==> config.mk <==
export PLATFORM = sky130hd
export DESIGN_NAME = bit_stitcher
export DESIGN_NICKNAME = d
export VERILOG_FILES = /design/src/rtl/bit_stitcher_pkg.sv /design/src/rtl/bit_stitcher.sv
export SDC_FILE = /design/constraint.sdc
export NUM_CORES = 1
export LEC_CHECK = 0
export CORE_MARGIN = 1.5
export CORE_UTILIZATION = 45
export CTS_BUF_LIST = sky130_fd_sc_hd__clkbuf_16
export CTS_CLUSTER_DIAMETER = 150
export DETAILED_ROUTE_END_ITERATION = 8
export PLACE_DENSITY = 0.66
export REMOVE_ABC_BUFFERS = 1
export SYNTH_ARGS = -nofsm -noshare
export SYNTH_HDL_FRONTEND = slang
export SYNTH_SLANG_ARGS = --single-unit
export TNS_END_PERCENT = 20
==> constraint.sdc <==
create_clock -name clk -period 8.7 [get_ports clk]
set_input_delay 1.74 -clock clk [delete_from_list [all_inputs] [get_ports clk]]
set_output_delay 1.74 -clock clk [all_outputs]
set_load 0.01 [all_outputs]
==> src/rtl/bit_stitcher_pkg.sv <==
// Shared widths, state encoding and insert-mask helpers for the bit stitcher.
package bit_stitcher_pkg;

    localparam int unsigned CODE_W = 32;
    localparam int unsigned LEN_W  = 6;
    localparam int unsigned ACC_W  = 64;
    localparam int unsigned FILL_W = 7;

    typedef enum logic {
        RUN   = 1'b0,
        DRAIN = 1'b1
    } state_t;

    function automatic logic [LEN_W-1:0] clamp_len(input logic [LEN_W-1:0] len);
        return (len > LEN_W'(CODE_W)) ? LEN_W'(CODE_W) : len;
    endfunction

    // Keeps only the low 'len' bits of a code; len is already clamped to 0..32.
    function automatic logic [CODE_W-1:0] insert_mask(input logic [LEN_W-1:0] len);
        if (len >= LEN_W'(CODE_W))
            return '1;
        else
            return (CODE_W'(1) << len) - CODE_W'(1);
    endfunction

endpackage

==> src/rtl/bit_stitcher.sv <==
// Packs variable-length LSB-first codes into 32-bit words, flushing a final
// partial word with a byte count once the last code has been accepted.
module bit_stitcher
    import bit_stitcher_pkg::*;
(
    input  logic              clk,
    input  logic              rst,
    input  logic [CODE_W-1:0] in_data,
    input  logic [LEN_W-1:0]  in_len,
    input  logic              in_valid,
    input  logic              in_last,
    output logic              in_ready,
    output logic [CODE_W-1:0] out_data,
    output logic              out_valid,
    input  logic              out_ready,
    output logic              out_last,
    output logic [2:0]        out_bytes
);

    state_t              r_state;
    logic [ACC_W-1:0]    r_acc;
    logic [FILL_W-1:0]   r_fill;
    logic                r_in_ready;
    logic                r_out_valid;
    logic                r_out_last;
    logic [2:0]          r_out_bytes;
    logic [CODE_W-1:0]   r_out_data;

    logic                w_in_xfer;
    logic                w_out_xfer;
    logic [LEN_W-1:0]    w_len;
    logic [ACC_W-1:0]    w_code;
    logic [ACC_W-1:0]    w_acc_nx;
    logic [FILL_W-1:0]   w_fill_nx;
    state_t              w_state_nx;
    logic                w_ready_nx;
    logic                w_valid_nx;
    logic                w_last_nx;
    logic [2:0]          w_bytes_nx;

    assign w_in_xfer  = in_valid & r_in_ready;
    assign w_out_xfer = r_out_valid & out_ready;

    always_comb begin
        w_len      = clamp_len(in_len);
        w_code     = {{(ACC_W-CODE_W){1'b0}}, in_data & insert_mask(w_len)};
        w_acc_nx   = r_acc;
        w_fill_nx  = r_fill;
        w_state_nx = r_state;

        if (w_out_xfer) begin
            if (r_out_last) begin
                w_acc_nx   = '0;
                w_fill_nx  = '0;
                w_state_nx = RUN;
            end else begin
                w_acc_nx  = r_acc >> CODE_W;
                w_fill_nx = r_fill - FILL_W'(CODE_W);
            end
        end

        // New bits land on top of the (possibly already shifted) accumulator.
        if (w_in_xfer) begin
            w_acc_nx  = w_acc_nx | (w_code << w_fill_nx);
            w_fill_nx = w_fill_nx + FILL_W'(w_len);
            if (in_last)
                w_state_nx = DRAIN;
        end

        w_ready_nx = (w_state_nx == RUN) && (w_fill_nx <= FILL_W'(CODE_W));
        w_valid_nx = (w_state_nx == DRAIN) || (w_fill_nx > FILL_W'(CODE_W));
        w_last_nx  = (w_state_nx == DRAIN) && (w_fill_nx <= FILL_W'(CODE_W));
        if (!w_valid_nx)
            w_bytes_nx = 3'd0;
        else if (w_last_nx)
            w_bytes_nx = 3'((w_fill_nx + FILL_W'(7)) >> 3);
        else
            w_bytes_nx = 3'd4;
    end

    // Handshake outputs are precomputed from next-state so they leave flops directly.
    always_ff @(posedge clk) begin
        if (rst) begin
            r_state     <= RUN;
            r_acc       <= '0;
            r_fill      <= '0;
            r_in_ready  <= 1'b1;
            r_out_valid <= 1'b0;
            r_out_last  <= 1'b0;
            r_out_bytes <= '0;
            r_out_data  <= '0;
        end else begin
            r_state     <= w_state_nx;
            r_acc       <= w_acc_nx;
            r_fill      <= w_fill_nx;
            r_in_ready  <= w_ready_nx;
            r_out_valid <= w_valid_nx;
            r_out_last  <= w_last_nx;
            r_out_bytes <= w_bytes_nx;
            r_out_data  <= w_acc_nx[CODE_W-1:0];
        end
    end

    assign in_ready  = r_in_ready;
    assign out_valid = r_out_valid;
    assign out_last  = r_out_last;
    assign out_bytes = r_out_bytes;
    assign out_data  = r_out_data;

endmodule

Floorplan with the power grid:
The bar under the picture is 50 microns long. Pins as bars on the die edge.
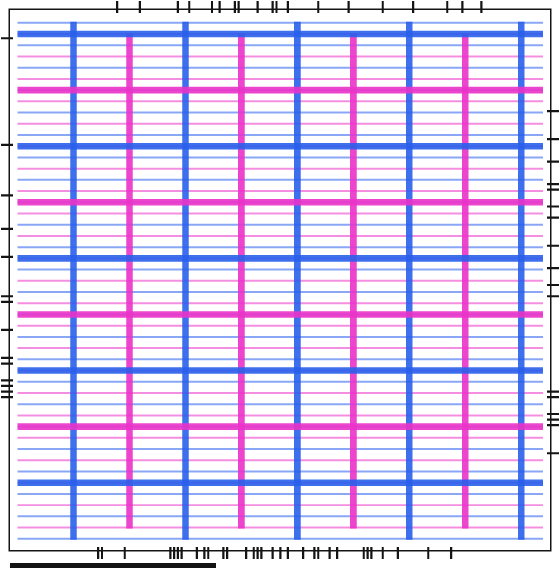
| net | colour |
|---|---|
| VSS | blue |
| VDD | magenta |
met4 straps: 9
met1 rails: 47
signal pins: 81
die width: 131.0 microns
die height: 131.0 microns
CORE AREA: 15940 sq um

Placed cells, one colour a class:
The bar under the picture is 50 microns long.
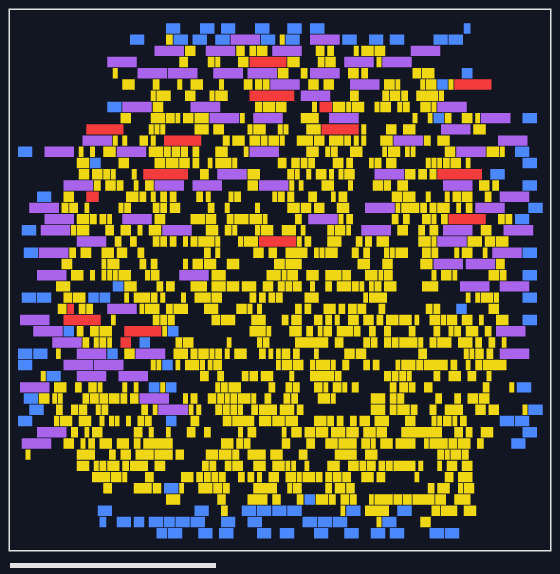
| class | colour | cells | share of their area |
|---|---|---|---|
| other buffers and delay cells | blue | 100 | 12% |
| all other logic | yellow | 813 | 64% |
| flip-flops | purple | 78 | 20% |
| clock drivers and dummy loads | red | 16 | 4.3% |
final core occ: 0.5189
sequential cell area share: 0.1887
row count: 46

Clock distribution:
The bar under the picture is 50 microns long.
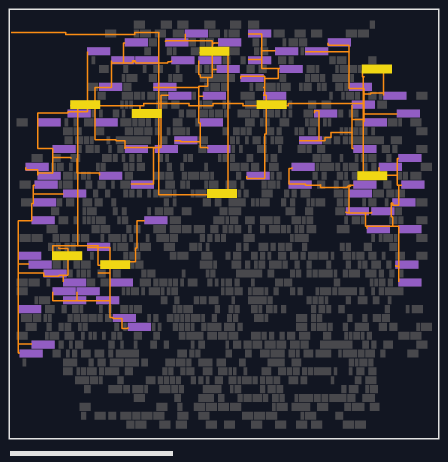
[cells driving clock nets] yellow | count: 9
[clock wires] orange | length: 1170 microns
[flip-flops] purple | count: 78
routed clock nets: 10
Insertion Delay late pin: 0.35 ns
Clock power frac: 0.222
Worst Clk Skew: 0.006378 ns

Metal layers overlaid:
Two of the layers only.
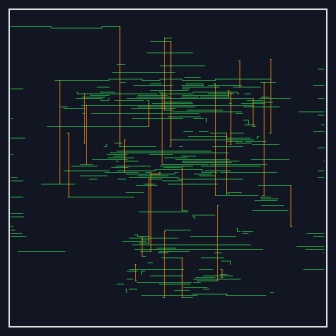
| layer | colour | wire length |
|---|---|---|
| met3 | green | 2540 microns |
| met4 | orange | 678 microns |
WL final: 25860 microns
total vias in the final route: 8099

==> routing by layer <==
metal	up-vias	part of all wire	global-route usage
li1	3791	-	-
met1	3805	0.42	0.4096
met2	443	0.45	0.4875
met3	60	0.098	0.07533
met4	0	0.026	0.1157
met5	-	0	0
==> through the flow <==
stage                     setup WS, ns  total power [uW]
after detailed placement         2.361              1536
after floorplan                  2.850              1138
final                            2.613              2004
after global placement           2.447              1531
after global routing             2.282              2118
after CTS                        2.741              1987
==> worst max-delay path, stage by stage <==
cell	delay, ns
clkdlybuf4s50_1	0.76
buf_4	0.33
nor2_1	0.08
nand3_1	0.13
ha_1	0.72
inv_1	0.35
a311oi_1	0.50
a211oi_1	0.19
o32ai_2	0.38
o21ai_0	0.36
mux2_2	0.39
a222oi_1	0.28
a211oi_1	0.08
==> deck_impl_summary.md <==
Key Metrics from the Run

Final layout
  – Area Growth Syn to Fin: 12.30%
  – Post-Layout Cell Count: 1223
  – ClkCell Share: 0.04174
  – Final net count: 1053
  – Signal buffers: 100
  – Diodes inserted: 0
  – Post-route cell area: 8273 sq um
  – Most frequent cells in the layout: nor2_1 (108), a21oi_1 (88), nand2_1 (83)
  – # fillers: 1590
  – Multi-input gate area: 5080 sq um
  – Layout cell share with drive strength beyond 1: 0.08739

Pwr
  – Part of the power in registers: 0.248
  – Clock net power: 445 uW
  – Logic power comb: 1060 uW
  – VDD IR-drop max: 263.4 uV
  – Switch share: 0.4429
  – P_sw: 887.5 uW
  – Pwr per Cell Area: 242.2 nW/um^2
  – Combinational Power Share: 0.530
  – Top power group: combinational cells

Global route
  – Grt ovf: 0
  – Largest net degree at the start of global routing: 56
  – Total GRT Usage: 0.3096
  – Vias in the first global route: 7417
  – First-pass GRT wire length: 40830 microns

Route
  – Residual DRC: 0
  – DR iter-0 viols: 1185
  – Pre-Repair DR Iteration Count: 5
  – Antenna Violating Nets Remaining: 0

Setup path
  – Crit path DRT: 8.90 ns
  – Worst R2R Path Depth: 15
  – FF-to-FF Start: out_last$_SDFF_PP0_
  – CP Max Fanout: 23

Yosys
  – XOR-XNOR Cells, Area Fraction: 0.009511
  – Top logic family: AND-OR/OR-AND gates
  – Number of enable flip-flop cells: 0
  – Yosys warning total: 0
  – Count leader, synth: nor2_1
  – Ao+oa area frac: 0.3855
  – Post-synth top area share: 0.2120
  – Seq/Total Area, Yosys: 0.2120
  – Basic Gates by Area: 0.2362
  – Mux frac, synth: 0.04280
  – Commonest flop: dfxtp_1
  – Distinct lib cells: 95
  – Yosys stat chip area: 7367 sq um
  – Most frequent cells after synthesis: nor2_1 (108), a21oi_1 (89), nand2_1 (84)
  – Post-synth ARST share: 0
  – Ys cells: 1016

STA
  – Unrepaired setup endpoints after global routing: no
  – Slew headroom: 0.2789
  – Setup TNS: 0 ns
  – Final Setup Violations: 0
  – Max Freq: 164.3 MHz
  – Tcrit/Tclk final: 0.6996
  – Final Critical Period: 6.087 ns
  – Endpoints failing hold: 0

Min path
  – Min-delay worst type: register to register
  – Hold Path Cell Cnt: 2
  – WHS Endpoint: r_acc[34]$_SDFF_PP0_

Flow run
  – Max-cap violations: 0

Clock network
  – CTS H-tree depth: 3
  – Post-CTS Setup Bufs: 0
  – CTS clk-pin slew, worst paths: 0.06 ns
  – CTS tree: yes

Placement
  – DP Cell Count: 1207
  – Count of input and output buffers: 80

Floorplan
  – Floorplan Utilization: 0.4621

Outcome
  – Status: complete, no violations
Power and IR drop assume default switching activity.
